## config.mk

```make
export PLATFORM = sky130hd
export DESIGN_NAME = rdc_offense_log
export DESIGN_NICKNAME = d
export VERILOG_FILES = /design/src/rtl/rdc_offense_log.sv
export SDC_FILE = /design/constraint.sdc
export NUM_CORES = 1
export LEC_CHECK = 0
export CORE_MARGIN = 2
export CORE_UTILIZATION = 34
export DETAILED_ROUTE_END_ITERATION = 10
export HOLD_SLACK_MARGIN = 0.03
export PLACE_DENSITY = 0.51
export SYNTH_ARGS = -nofsm -noshare
export SYNTH_HDL_FRONTEND = slang
export SYNTH_SLANG_ARGS = --single-unit
export TNS_END_PERCENT = 20
```

## constraint.sdc

```tcl
create_clock -name clk_i -period 6 [get_ports clk_i]
set_clock_uncertainty 0.1 [all_clocks]
set_input_delay 0.9 -clock clk_i [delete_from_list [all_inputs] [get_ports clk_i]]
set_output_delay 0.9 -clock clk_i [all_outputs]
set_load 0.1 [all_outputs]
```

## src/rtl/rdc_offense_log.sv

```systemverilog
// rdc_offense_log: edge-detects RDC offense bits, serialises them and logs
// {core, event, timestamp} records into a FIFO drained over valid/ready.
//
// Ports:
//   clk_i, rstn_i        clock, async active-low reset
//   enable_i             logging enable (shared with the RDC)
//   clear_i              sync flush of FIFO, overflow flag and pending bits
//   irq_vec_i            RDC vector, bit = core*CORE_EVENTS+event
//   rd_valid_o/ready_i   read handshake for the head entry
//   rd_core_o/event_o    head entry indices
//   rd_ts_o              head entry timestamp
//   count_o              entries held
//   overflow_o           sticky record-dropped flag
//   irq_o                level interrupt while entries are pending
module rdc_offense_log #(
    parameter int N_CORES     = 2,
    parameter int CORE_EVENTS = 4,
    parameter int TS_WIDTH    = 32,
    parameter int FIFO_DEPTH  = 8,
    localparam int N_BITS  = N_CORES * CORE_EVENTS,
    localparam int CW      = (N_CORES > 1) ? $clog2(N_CORES) : 1,
    localparam int EW      = (CORE_EVENTS > 1) ? $clog2(CORE_EVENTS) : 1,
    localparam int CNTW    = $clog2(FIFO_DEPTH) + 1
) (
    input  logic                clk_i,
    input  logic                rstn_i,
    input  logic                enable_i,
    input  logic                clear_i,
    input  logic [N_BITS-1:0]   irq_vec_i,
    output logic                rd_valid_o,
    input  logic                rd_ready_i,
    output logic [CW-1:0]       rd_core_o,
    output logic [EW-1:0]       rd_event_o,
    output logic [TS_WIDTH-1:0] rd_ts_o,
    output logic [CNTW-1:0]     count_o,
    output logic                overflow_o,
    output logic                irq_o
);

    localparam int IW      = (N_BITS > 1) ? $clog2(N_BITS) : 1;
    localparam int AW      = $clog2(FIFO_DEPTH);
    localparam int ENTRY_W = CW + EW + TS_WIDTH;

    logic [TS_WIDTH-1:0] ts;
    logic [N_BITS-1:0]   prev;
    logic [N_BITS-1:0]   pending;
    logic [N_BITS-1:0]   rise;
    logic [N_BITS-1:0]   sel_hot;
    logic [IW-1:0]       sel_idx;
    logic                svc;

    logic [ENTRY_W-1:0]  mem [FIFO_DEPTH];
    logic [AW-1:0]       wr_ptr;
    logic [AW-1:0]       rd_ptr;
    logic [CNTW-1:0]     count;
    logic                overflow;
    logic                full;
    logic                push;
    logic                pop;
    logic                drop;
    logic [CW-1:0]       svc_core;
    logic [EW-1:0]       svc_evt;
    logic [ENTRY_W-1:0]  head;

    assign rise = enable_i ? (irq_vec_i & ~prev) : '0;

    // Lowest set pending bit wins; scan from the top so the last hit sticks.
    always_comb begin
        sel_idx = '0;
        for (int i = N_BITS - 1; i >= 0; i--) begin
            if (pending[i]) begin
                sel_idx = IW'(i);
            end
        end
    end

    assign svc      = enable_i && (pending != '0);
    assign sel_hot  = svc ? (N_BITS'(1) << sel_idx) : '0;
    assign svc_core = CW'(32'(sel_idx) / CORE_EVENTS);
    assign svc_evt  = EW'(32'(sel_idx) % CORE_EVENTS);

    assign full = (count == CNTW'(FIFO_DEPTH));
    assign pop  = rd_valid_o && rd_ready_i;
    // A simultaneous pop frees the slot the push needs.
    assign push = svc && (!full || pop);
    assign drop = svc && full && !pop;

    always_ff @(posedge clk_i or negedge rstn_i) begin
        if (!rstn_i) begin
            ts      <= '0;
            prev    <= '0;
            pending <= '0;
        end else begin
            ts   <= enable_i ? ts + 1'b1 : '0;
            prev <= enable_i ? irq_vec_i : '0;
            if (!enable_i || clear_i) begin
                pending <= '0;
            end else begin
                pending <= (pending | rise) & ~sel_hot;
            end
        end
    end

    always_ff @(posedge clk_i or negedge rstn_i) begin
        if (!rstn_i) begin
            wr_ptr   <= '0;
            rd_ptr   <= '0;
            count    <= '0;
            overflow <= 1'b0;
            for (int i = 0; i < FIFO_DEPTH; i++) begin
                mem[i] <= '0;
            end
        end else if (clear_i) begin
            wr_ptr   <= '0;
            rd_ptr   <= '0;
            count    <= '0;
            overflow <= 1'b0;
        end else begin
            if (push) begin
                mem[wr_ptr] <= {svc_core, svc_evt, ts};
                wr_ptr      <= wr_ptr + 1'b1;
            end
            if (pop) begin
                rd_ptr <= rd_ptr + 1'b1;
            end
            unique case ({push, pop})
                2'b10:   count <= count + 1'b1;
                2'b01:   count <= count - 1'b1;
                default: count <= count;
            endcase
            if (drop) begin
                overflow <= 1'b1;
            end
        end
    end

    assign head       = mem[rd_ptr];
    assign rd_valid_o = (count != '0);
    assign rd_core_o  = rd_valid_o ? head[ENTRY_W-1 -: CW] : '0;
    assign rd_event_o = rd_valid_o ? head[TS_WIDTH+EW-1 -: EW] : '0;
    assign rd_ts_o    = rd_valid_o ? head[TS_WIDTH-1:0] : '0;
    assign count_o    = count;
    assign overflow_o = overflow;
    assign irq_o      = rd_valid_o;

endmodule
```

Run 1, met1 routing:
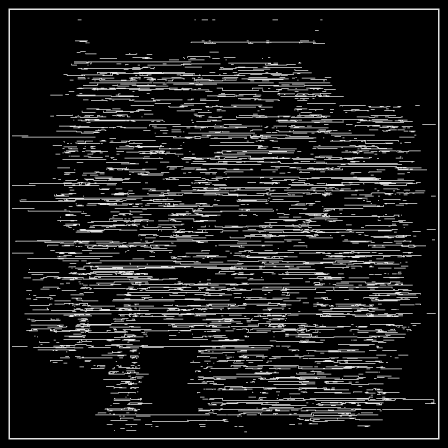
nets with wire on the layer	1,086
main direction	horizontal
share of all routed wire	48%
longest straight run	64.4 um
wire length on this layer	17,200 um
via count: 8,857
overall routed net length: 36.0 mm
met1 Use GR: 0.214

Run 1, M2 wires:
The bar under the picture is 50 um long. Cells faint in the background.
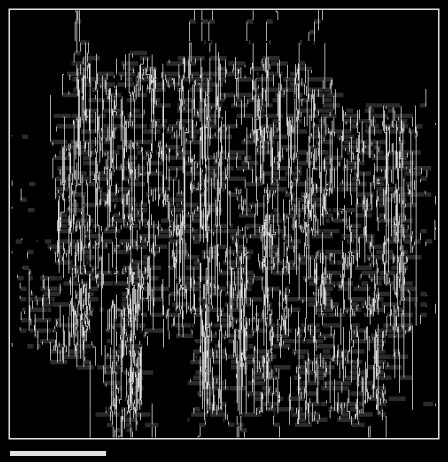
nets with wire on the layer	1,013
wire length on this layer	16,800 um
GRT met2 Usage: 0.238

Run 1, metal 3:
The bar under the picture is 50 um long.
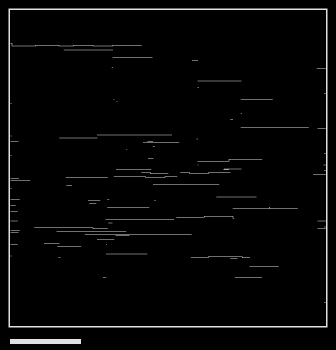
main direction	horizontal
wire length on this layer	1,300 um
nets with wire on the layer	50
share of all routed wire	3.6%
met3 Use GR: 0.0266

==> GITHUB_STEP_SUMMARY, run 1 <==
### Yosys + OpenROAD results

| Metric | Value |
|---|---|
| Gp weighted congestion | `roughly 0.72` |
| Total GRT Usage | `0.151` |
| Max incr delay on CP | `between 900 and 1000 ps` |
| Worst-margin pin slew | `roughly 1100 ps` |
| Share of layout cells above drive strength 1 | `0.373` |
| Max_cap viols | `0` |
| CP top delay family | `buffers and inverters` |
| Max-slew violation total from the final report | `0` |
| Max Fclk | `roughly 220 MHz` |
| Kind of critical path | `reg -> out` |
| Sequential Power Share | `0.420` |
| Starting DRT DRC Count | `roughly 490` |
| Final Non-Filler Cells | `between 1.5k and 2k` |
| Buffers & Inverters on Critical Path | `2` |
| Chip area | `0.0494 sq mm` |
| Post-DR wirelength/cell | `just over 20 um` |
| Tcrit/Tclk final | `0.770` |
| Min-Delay Path Class | `reg -> reg` |
| RSZ-0062 raised after global routing | `false` |
| # IOs | `around 55` |
| Status | `finished, final reports clean` |
| Critical path cell sequence | `buf_4, mux4_2, mux2i_1, nor2_1, clkdlybuf4s50_1` |
| Hold slack final | `about 300 ps` |
| Port Buffers | `54` |
| Root Buffer Master | `clkbuf_16` |
| Cts repair resizes | `0` |
| Nets@finish | `about 1.1k` |
| Die width | `around 220 um` |
| Yosys cell count | `about 1.1k` |
| Minimum clock period | `about 4600 ps` |
| PwrDens | `314 mW/mm^2` |
| Cell row count | `between 70 and 80` |
| YS chip area | `0.0162 sq mm` |
| Placed insts | `1,693` |
| CP Capture Type | `output pin` |
| Number of global-route vias before repair | `roughly 9.6k` |
| Core box area | `0.0468 sq mm` |
| Post-CTS Setup Bufs | `0` |
| Sequential-to-total area share from yosys stat | `0.524` |
| Main synth FF type | `dfrtp_1` |
| Die Y | `~220 um` |
| Required @ worst endpoint | `around 5000 ps` |
| Comb pwr share | `0.173` |
| Initial Util | `0.346` |
| CTS Hold Bufs | `0` |
| Ys async rst share | `1.00` |
| Pleak | `between 8 and 9 nW` |
| Antenna violations before repair | `0` |
| Remaining global-route overflow | `0` |
| Antenna viol nets, final | `0` |
| VDD IR-drop max | `approximately 0.25 mV` |
| DRC | `0` |
| Syn_area_per_cell | `between 10 and 15 sq um` |
| Synthesized registers | `roughly 340` |
| Clock power share | `0.406` |
| Critical R2R Launch | `count_o[0]` |
| Final setup fails | `0` |
| TritonCTS Buffers | `39` |
| Via/cell ratio | `5.02` |
| Crit. Startpoint | `rd_ptr[0]` |
| YS warnings | `0` |
| Commonest Layout Cell | `dfrtp_1` |
| Clock-pin slew on the worst setup and hold paths | `60 ps` |
| Largest net degree at the start of global routing | `135` |
| Mapped Cells | `between 1k and 1.5k` |
| Nets at Floorplan | `1,128` |
| HP Start | `prev[0]` |
| Sw Pwr | `between 0.0015 and 0.002 W` |
| Setup TNS | `0 ps` |
| Clk_lat worst skew | `~540 ps` |
| H-tree levels | `2` |
| HPWL Detailed | `slightly above 20 mm` |
| TritonCTS Sinks | `between 300 and 400` |
| Slew headroom | `0.293` |
| # diodes | `0` |
| Power Internal | `roughly 0.0041 W` |
| Worst-path fanout max | `23` |
| First-pass detailed-route iteration total | `4` |
| Cell Type Count | `~50` |
| Worst EP arrival | `roughly 3600 ps` |
| Top-area cell share | `0.524` |
| CP max-delay cell | `clkdlybuf4s50_1` |
| Synth area leader | `dfrtp_1` |
| First-pass GRT wire length | `approximately 58 mm` |
| Top cells by area | `dfrtp_1, mux2_4, mux2_2` |
| Post-synth EDFFs | `0` |
| CTS tree | `done` |
| Max Buffers Root-to-Sink | `3` |
| Final Hold Viols | `0` |
| Syn-to-layout area delta | `13.9%` |
| CP Launch Type | `flip-flop` |
| Switch share | `0.299` |
| Tool Warnings | `30` |
| Most common logic cells in the final layout | `dfrtp_1, mux2_2, mux2_4, mux4_2, nor2_1` |
| Mapped cell area | `about 0.016 sq mm` |
## run 1: power by group through the flow
stage / Combinational [W] / Sequential, W / Clock [W]
3_3_place_gp: 0.00103 / 0.00248 / 0
4_1_cts: 0.00104 / 0.00244 / 0.00243
2_1_floorplan: 0.000708 / 0.00249 / 0
3_5_place_dp: 0.00103 / 0.00248 / 0
6_report: 0.00100 / 0.00243 / 0.00235
5_1_grt: 0.00109 / 0.00245 / 0.00252
## run 1: routing by layer
metal,track usage,share of wire,vias up
li1,-,-,4006
met1,0.214,0.48,4697
met2,0.238,0.47,111
met3,0.0266,0.036,43
met4,0.0405,0.017,0
met5,0,0,-
## run 1: cells in the mapped netlist, types with 8 or more instances
library cell / count
o21ai_0: 20
buf_2: 17
and2_1: 41
mux2_2: 146
clkbuf_1: 50
mux2i_1: 39
nand4_1: 15
nand3_1: 16
xnor2_1: 25
xor2_1: 10
mux4_2: 70
buf_6: 17
nor2_1: 54
buf_4: 9
mux2_4: 120
nand2_1: 36
a21oi_1: 10
nor2b_1: 8
dfrtp_1: 339
## run 1: registers in the layout, indices dropped and copies added, names as in the netlist
signal      count
prev            8
pending         8
count_o         4
overflow_o      1
ts             32
rd_ptr          3
wr_ptr          3
mem           280
## run 1: layout make-up
| class | count | area, sq um |
|---|---|---|
| clock inverters | 6 | 58.8 |
| inverters | 6 | 22.5 |
| flip-flops and latches | 339 | 8490 |
| clock buffers | 63 | 1200 |
| multi-input cells | 666 | 7160 |
| well taps | 607 | 759 |
| repair buffers | 76 | 753 |
| fillers | 4365 | 28300 |
## run 1: final timing paths
kind	to	slack, ps	cells past startpoint
max	rd_ts_o[18]	1380	5
min	pending[0]	300	1
max reg2reg	count_o[3]	2560	10
min reg2reg	pending[0]	300	1
max in group asynchronous	mem[71]	4110	2
min in group asynchronous	mem[95]	370	1
## run 1: stage by stage
stage | cell area [sq um] | power (W) | setup WS [ps] | util
finish | 18400 | 0.00579 | 1380 | 0.394
global placement | 17200 | 0.00350 | 1820 | 0.368
detailed placement | 17200 | 0.00351 | 1780 | 0.368
CTS | 18400 | 0.00590 | 1250 | 0.394
floorplan | 16200 | 0.00319 | 2070 | -
global route | 18400 | 0.00606 | 1190 | 0.394
## run 1: cell families after synthesis
logic type / after synthesis / synth area share
compound gates: 43 / 0.0159
xor+xnor: 35 / 0.0189
fa+ha+maj: 5 / 0.00386
buf+inv: 105 / 0.0356
flops: 339 / 0.524
mux: 375 / 0.334
simple gates: 208 / 0.0677
Run 1, the metal 4 layer:
Cells faint in the background.
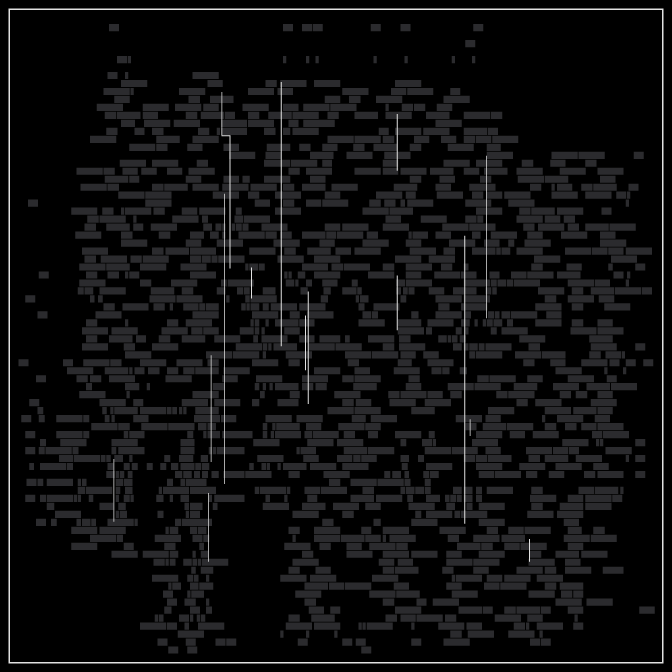

==> run 2: changes to the inputs <==
PLACE_DENSITY = 0.53   (was 0.51)
clock period = 3.91 ns   (was 6 ns; I/O delays follow)
Run 2, the metal 4 layer:
Cells faint in the background.
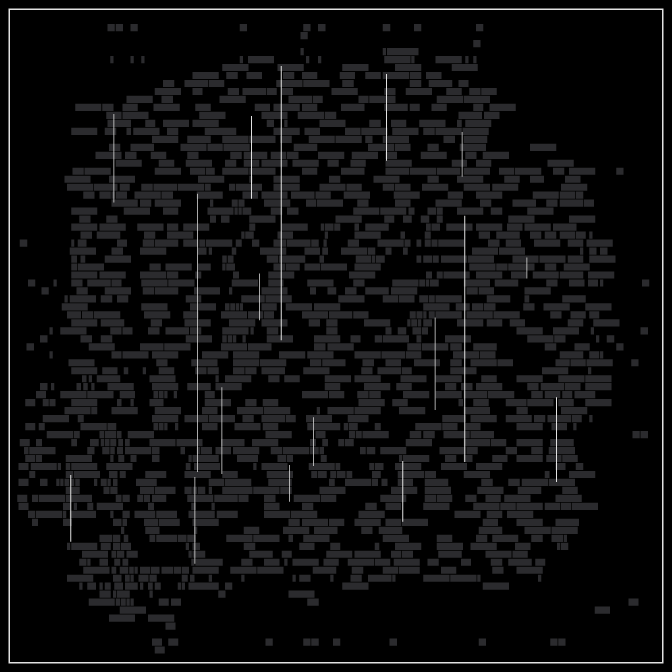
main direction	vertical
nets with wire on the layer	6
longest straight run	94.5 um
via count: 8,816
overall routed net length: 34.4 mm

==> GITHUB_STEP_SUMMARY, run 2 <==
### Yosys + OpenROAD results

| Metric | Value |
|---|---|
| Status | `finished, final reports clean` |
| Required @ worst endpoint | `3220 ps (-1780 ps)` |
| Final Core Density | `0.396 (+0.00126)` |
| Top-area cell share | `0.524 (unchanged)` |
| Kind of critical path | `reg -> out` |
| HPWL Detailed | `20.5 mm (-0.93%)` |
| Syn-to-layout area delta | `14.2%` |
| Mapped Cells | `1,110 (unchanged)` |
| Initial Util | `0.346 (unchanged)` |
| Number of global-route vias before repair | `9,560 (-0.24%)` |
| Remaining global-route overflow | `0 (unchanged)` |
| Max-slew violation total from the final report | `0 (unchanged)` |
| Port Buffers | `54 (unchanged)` |
| Root Buffer Master | `clkbuf_16` |
| Die Y | `222 um (unchanged)` |
| Max Fclk | `299 MHz` |
| First-pass GRT wire length | `56.3 mm (-3.0%)` |
| Yosys cell count | `1,110 (unchanged)` |
| First-pass detailed-route iteration total | `4 (unchanged)` |
| Post-synth EDFFs | `0 (unchanged)` |
| Crit. Startpoint | `rd_ptr[0]` |
| Most frequent cell after synthesis | `dfrtp_1` |
| Total GRT Usage | `0.145 (-0.00610)` |
| Share of layout cells above drive strength 1 | `0.411 (+0.0382)` |
| HP Start | `prev[0]` |
| Starting DRT DRC Count | `445 (-9.2%)` |
| Register area | `0.00849 sq mm (unchanged)` |
| Post-DR wirelength/cell | `19.4 um (-4.8%)` |
| # IOs | `55 (unchanged)` |
| Clock-pin slew on the worst setup and hold paths | `60 ps (about the same)` |
| Top cells by area | `dfrtp_1, mux2_4, mux2_2` |
| Cts repair resizes | `0 (unchanged)` |
| Most common logic cells in the final layout | `dfrtp_1, mux2_2, mux2_4, mux4_2, nor2_1` |
| Worst EP arrival | `2660 ps (-960 ps)` |
| Max Buffers Root-to-Sink | `3 (unchanged)` |
| Max incr delay on CP | `630 ps (-340 ps)` |
| Clk_lat worst skew | `540 ps (about the same)` |
| VDD IR-drop max | `0.329 mV (+29%)` |
| TritonCTS Sinks | `339 (unchanged)` |
| Tool Warnings | `26 (-13%)` |
| Worst-path fanout max | `14 (-39%)` |
| Max reg flops | `280 (unchanged)` |
| CP max-delay cell | `dfrtp_4` |
| Antenna viol nets, final | `0 (unchanged)` |
| DRC | `0 (unchanged)` |
| Final setup fails | `0 (unchanged)` |
| Cell row count | `79 (unchanged)` |
| PwrDens | `478 mW/mm^2 (+52%)` |
| Pre-CTS WS | `926 ps (-850 ps)` |
| YS chip area | `0.0162 sq mm (unchanged)` |
| Final WS setup | `568 ps (-809 ps)` |
| Chip area | `0.0494 sq mm (unchanged)` |
| Nets@finish | `1,152 (+0.52%)` |
| Nets at Floorplan | `1,128 (unchanged)` |
| Ys async rst share | `1.00 (unchanged)` |
| Synthesized registers | `339 (unchanged)` |
| Max_cap viols | `0 (unchanged)` |
| Syn_area_per_cell | `14.6 sq um (unchanged)` |
| # diodes | `0 (unchanged)` |
| Setup TNS | `0 ps (unchanged)` |
| Most flop-heavy register | `mem` |
| Core box area | `0.0468 sq mm (unchanged)` |
| RSZ-0062 raised after global routing | `false` |
| Critical R2R Launch | `pending[0]` |
| Sequential-to-total area share from yosys stat | `0.524 (unchanged)` |
| Commonest Layout Cell | `dfrtp_1` |
| Slew headroom | `0.341 (+0.0481)` |
| Synth area leader | `dfrtp_1` |
| Final Hold Viols | `0 (unchanged)` |
| CP Launch Type | `flip-flop` |
| CTS tree | `done` |
| Worst-margin pin slew | `989 ps (-72.2 ps)` |
| Min-Delay Path Class | `reg -> reg` |
| Via/cell ratio | `4.98 (-0.86%)` |
| Pleak | `8.42 nW (+1.6%)` |
| CP Capture Type | `output pin` |
| Cell Type Count | `51 (unchanged)` |
| YS warnings | `0 (unchanged)` |
| Gp weighted congestion | `0.714 (-0.35%)` |
Run 2, M2 wires:
The bar under the picture is 50 um long. Cells faint in the background.
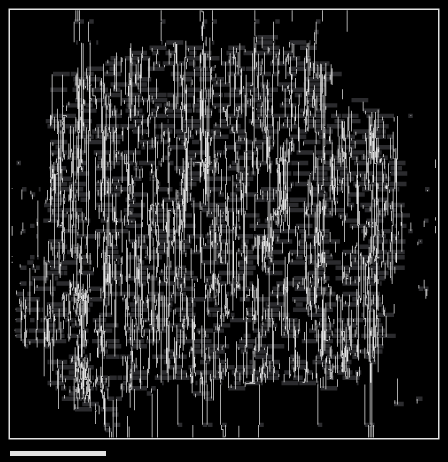
GRT met2 Usage: 0.232

-- run 2: final timing paths --
kind / endpoint / slack (ps) / depth (start not counted)
setup / recovery: rd_ts_o[9] / 570 / 5
hold / removal: pending[0] / 310 / 1
setup reg to reg: count_o[2] / 960 / 9
hold reg to reg: pending[0] / 310 / 1
max in group asynchronous: mem[40] / 2220 / 3
min in group asynchronous: mem[129] / 530 / 2
-- run 2: final cells by class --
| type | instances | share of cell area |
|---|---|---|
| repair buffers | 83 | 0.0442 |
| flip-flops and latches | 339 | 0.459 |
| multi-input cells | 666 | 0.387 |
| clock inverters | 15 | 0.00737 |
| clock buffers | 54 | 0.0601 |
| inverters | 6 | 0.00122 |
| well taps | 607 | 0.0410 |
-- run 2: power by group --
group          total, W  switching (W)  internal (W)
sequential      0.00372       0.000132       0.00359
combinational   0.00157        0.00107      0.000500
clock           0.00355        0.00143       0.00212
-- run 2: cells by family (layout without fill, tap and decap cells) --
group	Yosys count	after routing	share of synthesized area
adders and majority gates	5	5	0.00386
buffers and inverters	105	158	0.0356
AOI/OAI and AO/OA	43	43	0.0159
and+or+nand+nor	208	208	0.0677
DFF	339	339	0.524
xor gates and xnor gates	35	35	0.0189
muxes	375	375	0.334
-- run 2: critical path: cells and delay by family (launching register included) --
kind | cells | cell delay [ps]
mux | 2 | 780
simple gates | 1 | 80
flops | 1 | 630
buf+inv | 2 | 610
-- run 2: layer usage --
metal,vias to the layer above,global-route usage,share of wire
li1,4022,-,-
met1,4636,0.203,0.48
met2,118,0.232,0.48
met3,40,0.0213,0.028
met4,0,0.0418,0.017
met5,-,0,0
-- run 2: repair_timing --
action	4_1_cts	5_1_grt
setup buffers	0	0
endpoints found under the setup margin	0	0
hold buffers	1	0
hold endpoints to repair	66	0
-- run 2: metrics by stage --
| step | power, W | instance area, sq um | instances |
|---|---|---|---|
| 3_3_place_gp | 0.00539 | 17200 | 1700 |
| 5_1_grt | 0.00925 | 18500 | 1770 |
| 3_5_place_dp | 0.00540 | 17200 | 1700 |
| 4_1_cts | 0.00902 | 18500 | 1770 |
| 6_report | 0.00884 | 18500 | 1770 |
| 2_1_floorplan | 0.00490 | 16200 | 1110 |
Power and IR drop assume default switching activity.
